Design rtio_fifo_wr_arbiter, sky130hd; sources not shown.
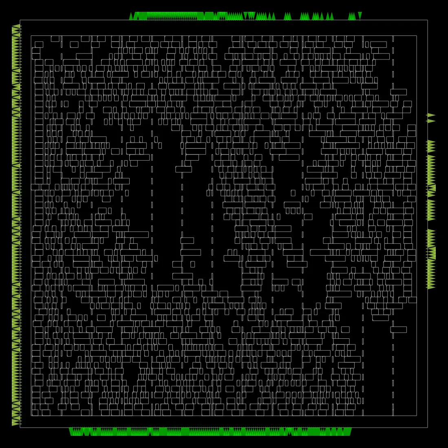
(run_1/placed.png)
Finished Core Util: 41.8%
FILL cells: 3,832
n_taps: 396

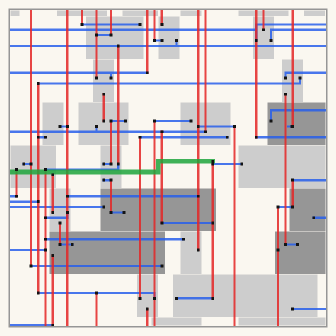
(run_1/closeup.png)
Window x 130 to 150, y 130 to 150 um. Cells in grey, sequential cells in the stronger grey; small squares are vias.
layer	colour
M3	green
M1	blue
M2	red
sequential cells in the window	3
cells with their middle in the window	18
most frequent	nor2_1 (5), dfxtp_1 (3)

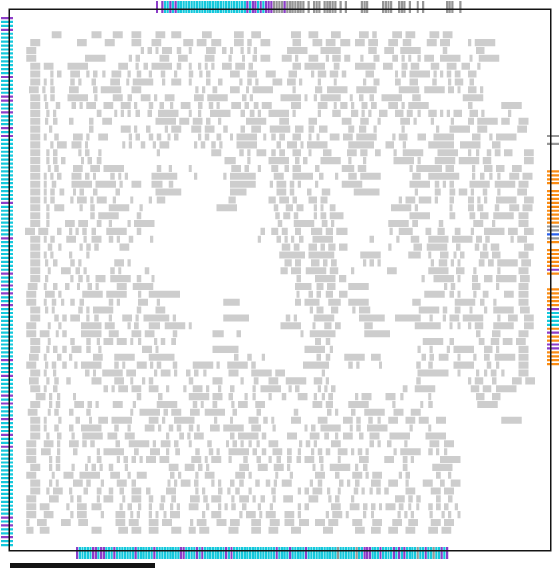
(run_1/pinout.png)
The bar under the picture is 50 um long. Pins as bars across the die edge, other pins in grey.
port	colour	pins	direction	edge
wrst	blue	1	input	right
accept_count	orange	32	output	right
req_data	cyan	256	input	111 left, 109 bottom, 32 top, 4 right
fifo_din	purple	68	output	27 bottom, 24 left, 12 top, 5 right
die height: 187 um
Port Buffer Count: 401
die width: 187 um

==> Changelog: implementation, run 1 <==
### Metrics

- Max power group: combinational cells
- Status: finished clean
- Crit path max-delay family: buffers and inverters
- Final worst slack: ~0.28 ns
- Place WS: -1.40 ns
- Syn Area/Cell: roughly 6.8 um^2
- M2 GR Usage: 39.6%
- Number of global-route vias before repair: slightly above 10,000
- Stages on worst setup path: 8
- Core ar.: 0.0307 mm^2
- Final period utilization: about 92%
- Crit path top cell by count: clkbuf_1
- Cts repair resizes: just over 70
- Antenna viol nets, final: 0
- Nonclk buf count: a little under 500
- Distinct cells, synth: 46
- Iteration tally of the first detailed-router pass: 4
- Critical-path maximum fanout: 4
- Die area: between 0.03 and 0.04 mm^2
- DP HPWL: 30,800 um
- Total number of vias: 9,360
- Crit path cell chain: clkbuf_1, nor2b_4, a21o_1, a211oi_4, inv_2, clkbuf_16, nor3_2, clkbuf_1
==> run 2, diff against run 1 <==
GPL_TIMING_DRIVEN = not set   (was 0)
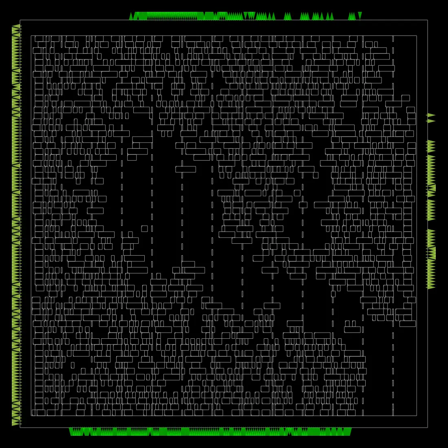
(run_2/placed.png)
flop share of the area: 22.0%
FILL cells: 3,819
Core ar.: 0.0307 mm^2
Site Rows: 64

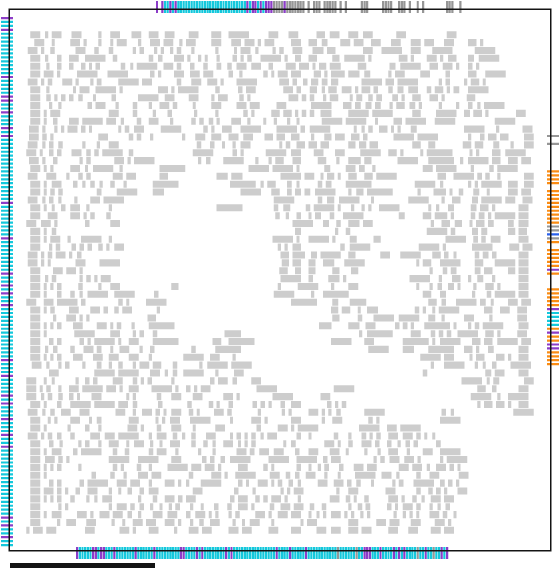
(run_2/pinout.png)
The bar under the picture is 50 um long. Pins as bars across the die edge, other pins in grey.
Port Buffer Count: 402

==> run 2 against run 1 <==
Fmax fell by 2.0%. Global-route usage shrank 2.9 points. Clock skew hardly changed. Wire length down 12%. Sequential cell count is the same. Setup slack worse by 0.068 ns. Sequential share of layout area up 0.47 points. Design area shrank 2.1%. Sequential power about the same. Via count shrank 3.9%. Utilization fell by 0.89 points. Die size did not move. Critical endpoint unchanged. Largest cell class is now logic gates.
==> Changelog: implementation, run 2 <==
### Metrics

- Finished Core Util: 40.9%
- Final slew viol count: 0
- Minimum clock period: between 3 and 4 ns
- Biggest area cells: dfxtp_1, nand2_1, nand3_1
- Antenna viol nets, final: 0
- Final period utilization: roughly 94%
- Max power group: combinational cells
- Die height: 187 um
- Iteration tally of the first detailed-router pass: 4
- Post-Synth XOR/XNOR Area: under 10%
- N_taps: between 300 and 400
- DR iter-0 viols: 290
- Crit path cell chain: dlygate4sd3_1, and2_0, or3_4, nor3_2, buf_12
- Clock tree buffer depth: 2
- Crit path max-delay family: simple AND/OR/NAND/NOR gates
- Syn Area/Cell: slightly below 7 um^2
- Stages on worst setup path: 5
- Place WS: -0.0362 ns
- Die width: ~190 um
- Sequential cell area fraction in the yosys report: 36.9%
- Async SR Flop Fraction: 0%
- Distinct cells, synth: approximately 46
- Critical-path maximum fanout: 3
- Final worst slack: 0.211 ns
- # H-tree levels: 4
- Critical Setup Path Class: input port to output pin
- Cts repair resizes: 22
- M2 GR Usage: 33.8%
- Inverters: 7
- Total number of vias: around 9,000
- Die area: roughly 0.035 mm^2
- Drt total wl: around 34,000 um
- DP HPWL: 25,700 um
- Sequential cell count: between 100 and 150
- YS chip area: 0.00749 mm^2
- Status: finished clean
==> run 3, diff against run 2 <==
ABC_CLOCK_PERIOD_IN_PS = 3600   (was not set)
CORE_UTILIZATION = 26   (was 24)
PLACE_DENSITY = 0.8   (was 0.74)
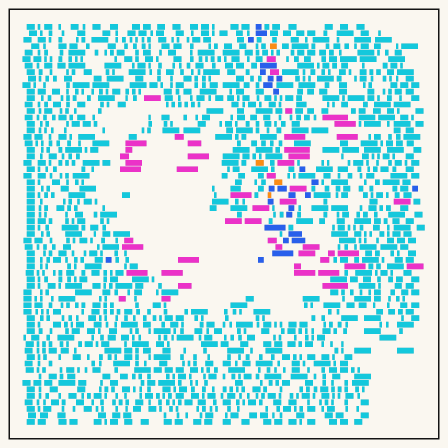
(run_3/sizing.png)
size	colour	cells
x3 and x4	blue	26
x2	orange	4
x6 and larger	magenta	49
x1 and smaller	cyan	1,414
final worst slack: 0.241 ns
P&R area growth vs syn: 69.8%

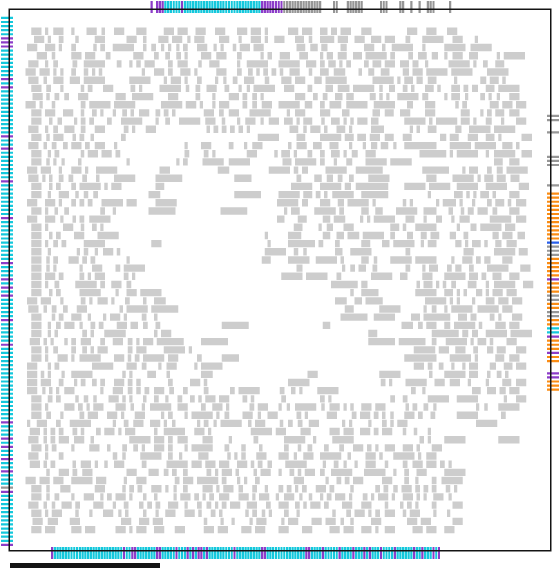
(run_3/pinout.png)
The bar under the picture is 50 um long. Pins as bars across the die edge, other pins in grey.
die height: 180 um
die width: 180 um

==> run 3 against run 2 <==
Design area grew 1.2%. Setup slack gained 0.030 ns. First-iteration DRC count grew 33%. Sequential power is essentially flat. Clock-buffer cell count is the same. Synthesized cell count is the same. Combinational power grew 2%. Wire length grew 0.23%. Sequential cell count is the same. Utilization grew 3.7 points. Highest routed layer unchanged.
==> Changelog: implementation, run 3 <==
### Metrics

- Critical-path maximum fanout: 7
- Stages on worst setup path: 5
- Drt total wl: between 30,000 and 40,000 um
- CP Capture Type: output pin
- Critical Setup Path Class: input port to output pin
- Max power group: combinational cells
- Syn Area/Cell: 6.75 um^2
- Basic Gates by Area: roughly 43%
- Final period utilization: approximately 93%
- Stage-log warning count: 31
- Critical Path RT: 2.70 ns
- DP HPWL: approximately 26,000 um
- FILL cells: about 3,500
- Nonclk buf count: 430
- M2 GR Usage: approximately 37%
- Clock tree buffer depth: 2
- Top logic family: simple AND/OR/NAND/NOR gates
- Number of global-route vias before repair: about 9,500
- Crit path max-delay family: simple AND/OR/NAND/NOR gates
- Status: finished clean
- Place WS: -0.0317 ns
- Sequential cell area fraction in the yosys report: 36.9%
- Iteration tally of the first detailed-router pass: 4
- Ys Warns: 0
- Cts repair resizes: 25
- Biggest area cells: dfxtp_1, nand2_1, nand3_1
- Final slew viol count: 0
- Core ar.: 0.0285 mm^2
- Die area: about 0.032 mm^2
- Antenna viol nets, final: 0
- Logic share of the area: a little over a third
- Port Buffer Count: 402
- Inverters: 7
- Distinct cells, synth: about 46
- Total number of vias: between 9,000 and 10,000
- DR iter-0 viols: 386
- Flop share of the area: a little over a fifth
- Minimum clock period: about 3.4 ns
- Post-Synth XOR/XNOR Area: 6.54%
- Fmax: slightly below 0.3 GHz
- Async SR Flop Fraction: 0%
- N_taps: about 380
- Site Rows: just over 60
Power and IR drop assume default switching activity.
